==> config.mk <==
export PLATFORM = sky130hd
export DESIGN_NAME = frame_buffer_reader
export DESIGN_NICKNAME = d
export VERILOG_FILES = /design/src/rtl/camara_pkg.sv /design/src/rtl/vga_timing.sv /design/src/rtl/frame_buffer_reader.sv
export SDC_FILE = /design/constraint.sdc
export NUM_CORES = 1
export LEC_CHECK = 0
export CORE_ASPECT_RATIO = 0.7
export CORE_MARGIN = 1
export CORE_UTILIZATION = 49
export DETAILED_ROUTE_END_ITERATION = 12
export PLACE_DENSITY_LB_ADDON = 0.25
export SETUP_SLACK_MARGIN = 0.4
export SYNTH_ARGS = -nofsm -noshare
export SYNTH_HDL_FRONTEND = slang
export SYNTH_SLANG_ARGS = --single-unit
==> constraint.sdc <==
create_clock -name clk_i -period 2.4 [get_ports clk_i]
set_input_delay 0.36 -clock clk_i [delete_from_list [all_inputs] [get_ports clk_i]]
set_output_delay 0.36 -clock clk_i [all_outputs]
set_load 0.05 [all_outputs]
==> src/rtl/camara_pkg.sv <==
// Shared timing defaults, line/frame length derivation, FSM states and RGB332 pixel layout
// for the frame buffer reader and its raster timing generator.
package camara_pkg;

  localparam int unsigned H_ACTIVE_DEF = 640;
  localparam int unsigned H_FP_DEF     = 16;
  localparam int unsigned H_SYNC_DEF   = 96;
  localparam int unsigned H_BP_DEF     = 48;
  localparam int unsigned V_ACTIVE_DEF = 480;
  localparam int unsigned V_FP_DEF     = 10;
  localparam int unsigned V_SYNC_DEF   = 2;
  localparam int unsigned V_BP_DEF     = 33;
  localparam int unsigned ADR_W_DEF    = 24;

  // Total length of a line (or frame, in lines) from its four intervals.
  function automatic int unsigned span_total(input int unsigned act, input int unsigned fp,
                                             input int unsigned sync, input int unsigned bp);
    return act + fp + sync + bp;
  endfunction

  typedef enum logic [1:0] {
    ST_IDLE  = 2'd0,
    ST_RUN   = 2'd1,
    ST_DRAIN = 2'd2
  } state_t;

  // RGB332: red in [7:5], green in [4:2], blue in [1:0].
  typedef struct packed {
    logic [2:0] r;
    logic [2:0] g;
    logic [1:0] b;
  } rgb332_t;

  // Per-pixel control bits that travel down the pipeline with the data.
  typedef struct packed {
    logic de;
    logic hs;
    logic vs;
    logic fs;
  } ctl_t;

  // Colour of vertical bar k: each index bit switches one colour channel fully on.
  function automatic rgb332_t bar_colour(input logic [2:0] k);
    rgb332_t c;
    c.r = k[2] ? 3'd7 : 3'd0;
    c.g = k[1] ? 3'd7 : 3'd0;
    c.b = k[0] ? 2'd3 : 2'd0;
    return c;
  endfunction

endpackage

==> src/rtl/vga_timing.sv <==
// Raster position counters with active-area and sync-interval decode; counters sit at 0
// whenever run is low.
module vga_timing import camara_pkg::*; #(
  parameter int unsigned H_ACTIVE = H_ACTIVE_DEF,
  parameter int unsigned H_FP     = H_FP_DEF,
  parameter int unsigned H_SYNC   = H_SYNC_DEF,
  parameter int unsigned H_BP     = H_BP_DEF,
  parameter int unsigned V_ACTIVE = V_ACTIVE_DEF,
  parameter int unsigned V_FP     = V_FP_DEF,
  parameter int unsigned V_SYNC   = V_SYNC_DEF,
  parameter int unsigned V_BP     = V_BP_DEF,
  localparam int unsigned H_TOTAL = span_total(H_ACTIVE, H_FP, H_SYNC, H_BP),
  localparam int unsigned V_TOTAL = span_total(V_ACTIVE, V_FP, V_SYNC, V_BP),
  localparam int unsigned HC_W    = $clog2(H_TOTAL),
  localparam int unsigned VC_W    = $clog2(V_TOTAL)
) (
  input  logic            clk_i,
  input  logic            rst_i,
  input  logic            run,
  output logic [HC_W-1:0] hcnt,
  output logic [VC_W-1:0] vcnt,
  output logic            active,
  output logic            hs,
  output logic            vs
);

  always_ff @(posedge clk_i) begin
    if (!rst_i || !run) begin
      hcnt <= '0;
      vcnt <= '0;
    end else if (hcnt == HC_W'(H_TOTAL - 1)) begin
      hcnt <= '0;
      vcnt <= (vcnt == VC_W'(V_TOTAL - 1)) ? '0 : vcnt + VC_W'(1);
    end else begin
      hcnt <= hcnt + HC_W'(1);
    end
  end

  assign active = (hcnt < HC_W'(H_ACTIVE)) && (vcnt < VC_W'(V_ACTIVE));
  assign hs     = (hcnt >= HC_W'(H_ACTIVE + H_FP)) && (hcnt < HC_W'(H_ACTIVE + H_FP + H_SYNC));
  assign vs     = (vcnt >= VC_W'(V_ACTIVE + V_FP)) && (vcnt < VC_W'(V_ACTIVE + V_FP + V_SYNC));

endmodule

==> src/rtl/frame_buffer_reader.sv <==
// VGA scan-out from an RGB332 frame buffer with a 3-stage address/data/output pipeline.
// Optional vertical colour-bar source under TEST_PATTERN_EN.
module frame_buffer_reader import camara_pkg::*; #(
  parameter int unsigned H_ACTIVE = H_ACTIVE_DEF,
  parameter int unsigned H_FP     = H_FP_DEF,
  parameter int unsigned H_SYNC   = H_SYNC_DEF,
  parameter int unsigned H_BP     = H_BP_DEF,
  parameter int unsigned V_ACTIVE = V_ACTIVE_DEF,
  parameter int unsigned V_FP     = V_FP_DEF,
  parameter int unsigned V_SYNC   = V_SYNC_DEF,
  parameter int unsigned V_BP     = V_BP_DEF,
  parameter int unsigned ADR_W    = ADR_W_DEF
) (
  input  logic             clk_i,
  input  logic             rst_i,
  input  logic             enable_i,
  output logic [ADR_W-1:0] rd_adr_o,
  input  logic [7:0]       rd_dat_i,
  output logic             vga_hs_o,
  output logic             vga_vs_o,
  output logic             vga_de_o,
  output logic [2:0]       vga_r_o,
  output logic [2:0]       vga_g_o,
  output logic [1:0]       vga_b_o,
  output logic             frame_start_o,
`ifdef TEST_PATTERN_EN
  input  logic             test_pattern_i,
`endif
  output logic             busy_o
);

  localparam int unsigned H_TOTAL = span_total(H_ACTIVE, H_FP, H_SYNC, H_BP);
  localparam int unsigned V_TOTAL = span_total(V_ACTIVE, V_FP, V_SYNC, V_BP);
  localparam int unsigned HC_W    = $clog2(H_TOTAL);
  localparam int unsigned VC_W    = $clog2(V_TOTAL);
  localparam int unsigned PA_W    = $clog2(H_ACTIVE * V_ACTIVE + 1);

  state_t          state;
  logic            running;
  logic [HC_W-1:0] hcnt;
  logic [VC_W-1:0] vcnt;
  logic            t_active;
  logic            t_hs;
  logic            t_vs;
  logic            frame_end;
  logic [PA_W-1:0] pix_adr;
  logic [PA_W-1:0] adr_cur;
  ctl_t            s0_ctl;
  ctl_t            s1_ctl;
  ctl_t            s2_ctl;
  rgb332_t         s2_pix;

  assign running = (state != ST_IDLE);

  vga_timing #(
    .H_ACTIVE(H_ACTIVE), .H_FP(H_FP), .H_SYNC(H_SYNC), .H_BP(H_BP),
    .V_ACTIVE(V_ACTIVE), .V_FP(V_FP), .V_SYNC(V_SYNC), .V_BP(V_BP)
  ) u_timing (
    .clk_i  (clk_i),
    .rst_i  (rst_i),
    .run    (running),
    .hcnt   (hcnt),
    .vcnt   (vcnt),
    .active (t_active),
    .hs     (t_hs),
    .vs     (t_vs)
  );

  assign frame_end = (hcnt == HC_W'(H_TOTAL - 1)) && (vcnt == VC_W'(V_TOTAL - 1));

  // Scan-out control; DRAIN only leaves on the last pixel clock of a frame.
  always_ff @(posedge clk_i) begin
    if (!rst_i) begin
      state  <= ST_IDLE;
      busy_o <= 1'b0;
    end else begin
      unique case (state)
        ST_IDLE: begin
          if (enable_i) begin
            state  <= ST_RUN;
            busy_o <= 1'b1;
          end
        end
        ST_RUN: begin
          if (!enable_i) state <= ST_DRAIN;
        end
        ST_DRAIN: begin
          if (enable_i) begin
            state <= ST_RUN;
          end else if (frame_end) begin
            state  <= ST_IDLE;
            busy_o <= 1'b0;
          end
        end
        default: begin
          state  <= ST_IDLE;
          busy_o <= 1'b0;
        end
      endcase
    end
  end

  // S0: control bits for the current raster position, all inactive while idle.
  assign s0_ctl.de = running && t_active;
  assign s0_ctl.hs = running && t_hs;
  assign s0_ctl.vs = running && t_vs;
  assign s0_ctl.fs = (state == ST_RUN) && (hcnt == '0) && (vcnt == '0);

  // Running pixel index; equals vcnt*H_ACTIVE+hcnt on every active position.
  assign adr_cur = ((hcnt == '0) && (vcnt == '0)) ? '0 : pix_adr;

  always_ff @(posedge clk_i) begin
    if (!rst_i) begin
      pix_adr <= '0;
    end else if (s0_ctl.de) begin
      pix_adr <= adr_cur + PA_W'(1);
    end else begin
      pix_adr <= adr_cur;
    end
  end

  // S1 address register and the control delay line through S2.
  always_ff @(posedge clk_i) begin
    if (!rst_i) begin
      rd_adr_o <= '0;
      s1_ctl   <= '0;
      s2_ctl   <= '0;
    end else begin
      if (s0_ctl.de) rd_adr_o <= ADR_W'(adr_cur);
      s1_ctl <= s0_ctl;
      s2_ctl <= s1_ctl;
    end
  end

`ifdef TEST_PATTERN_EN
  localparam int unsigned BAR_W = H_ACTIVE / 8;
  localparam int unsigned BC_W  = (BAR_W > 1) ? $clog2(BAR_W) : 1;

  logic [BC_W-1:0] bar_cnt;
  logic [2:0]      s0_bar;
  logic [2:0]      s1_bar;
  logic [2:0]      s2_bar;

  // Bar index tracks hcnt across the active line and is carried alongside the address.
  always_ff @(posedge clk_i) begin
    if (!rst_i || !s0_ctl.de) begin
      bar_cnt <= '0;
      s0_bar  <= '0;
    end else if (bar_cnt == BC_W'(BAR_W - 1)) begin
      bar_cnt <= '0;
      s0_bar  <= s0_bar + 3'd1;
    end else begin
      bar_cnt <= bar_cnt + BC_W'(1);
    end
  end

  always_ff @(posedge clk_i) begin
    if (!rst_i) begin
      s1_bar <= '0;
      s2_bar <= '0;
    end else begin
      s1_bar <= s0_bar;
      s2_bar <= s1_bar;
    end
  end

  assign s2_pix = test_pattern_i ? bar_colour(s2_bar) : rgb332_t'(rd_dat_i);
`else
  assign s2_pix = rgb332_t'(rd_dat_i);
`endif

  // S3 output register: syncs are active low, colours blanked outside de.
  always_ff @(posedge clk_i) begin
    if (!rst_i) begin
      vga_hs_o      <= 1'b1;
      vga_vs_o      <= 1'b1;
      vga_de_o      <= 1'b0;
      vga_r_o       <= '0;
      vga_g_o       <= '0;
      vga_b_o       <= '0;
      frame_start_o <= 1'b0;
    end else begin
      vga_hs_o      <= ~s2_ctl.hs;
      vga_vs_o      <= ~s2_ctl.vs;
      vga_de_o      <= s2_ctl.de;
      vga_r_o       <= s2_ctl.de ? s2_pix.r : 3'd0;
      vga_g_o       <= s2_ctl.de ? s2_pix.g : 3'd0;
      vga_b_o       <= s2_ctl.de ? s2_pix.b : 2'd0;
      frame_start_o <= s2_ctl.fs;
    end
  end

endmodule

m2.png
Drawn at 4 px/um.
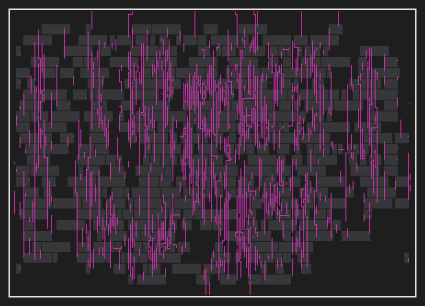
main direction = vertical
longest straight run = 43.5 um
nets with wire on the layer = 361
wire length on this layer = 2930 um

route_heat.png
Drawn at 4 px/um. 20 x 14 tiles, from dark blue (low) to red (high), scaled to the fullest tile. Values are wire area over tile area, all layers added.
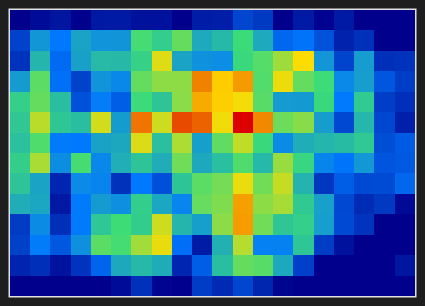
nearly empty tiles = 12%
tiles over half the peak = 24%
fullest tile = 0.48
mean over tiles = 0.16

==> impl_metrics.env <==
# yosys + openroad results
export IMPL_slowest_delay_ps=390
export IMPL_yosysUniqueCellTypes=44
export IMPL_rsz0062_at_grt="true"
export IMPL_r2r_end="pix_adr[4]"
export IMPL_yosysChipArea_um2=3378
export IMPL_fmax_mhz=470.6
export IMPL_stdcell_area_um2=4258
export IMPL_num_io_pins=48
export IMPL_synth_most_common_cell="dfxtp_1"
export IMPL_crit_end="pix_adr[4]"
export IMPL_highest_layer="met4"
export IMPL_ys_seq_elements=81
export IMPL_vias=2700
export IMPL_dp_slack_ps=222.4
export IMPL_r2r_cells=9
export IMPL_clockBufferDepth=2
export IMPL_clock_sinks=81
export IMPL_warnings=31
export IMPL_drt_antenna_violating_nets=0
export IMPL_async_reset_ff_frac=0
export IMPL_syn2layout_area_growth_pct=26.04
export IMPL_grt_first_pass_wirelength_mm=11.95
export IMPL_flop_cell="dfxtp_1"
export IMPL_hold_violations=0
export IMPL_area_leaders="dfxtp_1, nand2_1, xnor2_1"
export IMPL_ys_cells=383
export IMPL_powerDensity_nw_per_um2=583.6
export IMPL_endpoint_kind="flop"
export IMPL_crit_fanout=8
export IMPL_fin_skew_ps=4.841
export IMPL_critPathSlowestCell="or3_4"
export IMPL_cp_top_family="simple AND/OR/NAND/NOR gates"
export IMPL_synthCells=383
export IMPL_tritoncts="built"
export IMPL_drive_above_1_share=0.1276
export IMPL_worstMarginPinSlew_ps=525.3
export IMPL_viasPerCell=5.094
export IMPL_synth_seq_share=0.4800
export IMPL_yosysTopAreaCell="dfxtp_1"
export IMPL_period_used=0.8853
export IMPL_die_w_um=101.2
export IMPL_drc=0
export IMPL_crit_top_cell="or3_4"
export IMPL_io_buffers=42
export IMPL_start_kind="flop"
export IMPL_slew_headroom=0.6487
export IMPL_fin_ws_ps=275.3
export IMPL_die_h_um=71.47
export IMPL_wl_met1_mm=3.479
export IMPL_root_buffer="clkbuf_8"
export IMPL_post_drt_wl_per_cell_um=13.14
export IMPL_drt_iter0_markers=113
export IMPL_core_area_um2=6426
export IMPL_synth_edff_count=0
export IMPL_firstDrtPassIters=4
export IMPL_routabilityCongestion=0.7952
export IMPL_status="completed"
export IMPL_syn_area_um2=3378
export IMPL_initial_utilization=0.5257
export IMPL_worstHoldPathType="flop to flop"
export IMPL_grt_ovfl_total=0
export IMPL_wl_mm=6.966
export IMPL_drv_slew=0
export IMPL_r2r_start="u_timing.vcnt[2]"
export IMPL_wl_met3_um=461
export IMPL_row_count=24
export IMPL_antenna_cells=0
export IMPL_setup_violations=0
export IMPL_dpl_hpwl_mm=4.580
export IMPL_common_cells="dfxtp_1, nand2_1, nor2_1"
export IMPL_grt_pass1_vias=2491
export IMPL_htree_levels=3
export IMPL_ys_warn_count=0
export IMPL_cp_data_arrival_time_ps=2380
export IMPL_top_cell_area_share=0.4800
export IMPL_clkSlewWorstSetupHoldPaths_ps=80
export IMPL_r2r_slack_ps=280
export IMPL_drv_cap=0
export IMPL_cp_depth=9
export IMPL_cts_buffers_inserted=9
export IMPL_route_met2_wl_mm=2.931
export IMPL_clk_latency_ps=360
export IMPL_cp_data_required_time_ps=2660
export IMPL_cp_num_buf_inv=0
export IMPL_ir_drop_mv=0.3880
export IMPL_antenna_found_initial=0
export IMPL_path_cells="or3_4, nand2b_4, or3_4, and2_4, ha_4, nand2_8, or3_1, xor2_1, nor2_1"
export IMPL_num_nets_final=451
export IMPL_syn_avg_cell_area_um2=8.820
export IMPL_fin_crit_ps=2125
export IMPL_place_area_um2=3889
export IMPL_dieArea_um2=7236
export IMPL_tns_ps=0
export IMPL_power_leakage_nw=1.543
export IMPL_crit_path_start="u_timing.vcnt[2]"
export IMPL_gr_usage_all_layers=0.2132
export IMPL_grt_start_max_net_pins=47
export IMPL_ctsHoldBuffers=0
export IMPL_path_class="flop to flop"
worst reg2reg max path: cells and delay by family, from the launching register on:
| kind | cells | cell delay [ps] |
|---|---|---|
| xor gates and xnor gates | 1 | 150 |
| adders and majority gates | 1 | 180 |
| DFF | 1 | 360 |
| and+or+nand+nor | 7 | 1350 |
routing by layer:
metal | vias to the layer above | track usage
met2 | 66 | 0.3001
met1 | 1242 | 0.2986
met5 | - | 0
met3 | 11 | 0.07220
met4 | 0 | 0.08857
li1 | 1381 | -
through the flow:
stage	util	hold slack, ps	total power [mW]	cells
finish	0.6626	376.8	2.485	530
detailed placement	0.6051	360.3	1.539	505
global placement	0.6051	346.2	1.537	505
CTS	0.6505	380.4	2.488	527
floorplan	-	343.4	1.496	387
global route	0.6626	394.2	2.565	530
logic make-up after synthesis:
| kind of cell | after synthesis | synth area share |
|---|---|---|
| compound gates | 33 | 0.06000 |
| xor+xnor | 32 | 0.08296 |
| fa+ha+maj | 5 | 0.01852 |
| buf+inv | 32 | 0.04815 |
| flops | 81 | 0.4800 |
| other cells | 1 | 0.001110 |
| simple gates | 199 | 0.3093 |
cell type report:
class | instances | area, um^2
well taps | 91 | 113.9
multi-input cells | 275 | 1738
fillers | 542 | 2168
inverters | 9 | 33.78
repair buffers | 59 | 560.5
clock inverters | 5 | 57.56
flip-flops and latches | 81 | 1627
clock buffers | 10 | 127.6
power breakdown:
part / total [mW] / switching, mW / leakage, nW / internal [mW]
clock: 0.957 / 0.484 / 0.0844 / 0.473
combinational: 0.167 / 0.105 / 0.804 / 0.0615
sequential: 1.36 / 0.00853 / 0.655 / 1.35
total: 2.49 / 0.598 / 1.54 / 1.89
worst min path at each step:
| stage | start | endpoint | cells past startpoint |
|---|---|---|---|
| finish | s2_ctl[2] | vga_hs_o | 1 |
| global route | s2_ctl[1] | vga_vs_o | 1 |
| CTS | s2_ctl[2] | vga_hs_o | 1 |
| detailed placement | s2_ctl[2] | vga_hs_o | 1 |
| global placement | s2_ctl[1] | vga_vs_o | 1 |
| floorplan | s2_ctl[2] | vga_hs_o | 1 |
layout by cell type (no fill, tap or decap), types with 2 or more instances in the layout:
cell type,instances
nor2_1,37
clkdlybuf4s50_1,42
a21oi_1,4
xnor2_1,21
and3_2,2
nand2_1,50
and2_4,2
o21ai_1,2
nand3_2,2
nand3_1,17
nand2b_1,3
nor2b_1,2
inv_1,9
nand4_1,10
clkinvlp_4,3
and2_1,19
a21boi_0,4
nor3b_1,2
nor4b_4,2
and3_1,17
nor4_1,7
conb_1,5
xor2_1,11
or3_4,2
dfxtp_1,79
buf_4,16
o21ai_0,14
nor3_1,12
a21boi_1,3
clkbuf_8,9
nand2_8,3
ha_1,4
repair_timing:
item / CTS / global route
pin swaps: 10 / 2
setup buffers: 7 / 2
setup endpoints to repair: 9 / 32
cloned: 0 / 1
resized: 9 / 13
state kept, by name (all words and copies together) (netlist names), 2 cells and up:
signal,flops
s1_ctl,4
vga_g_o,3
vga_b_o,2
pix_adr,19
state,2
vga_r_o,3
rd_adr_o,19
u_timing.hcnt,10
s2_ctl,4
u_timing.vcnt,10
No activity file was given, so power comes from the tool's default toggle rates.
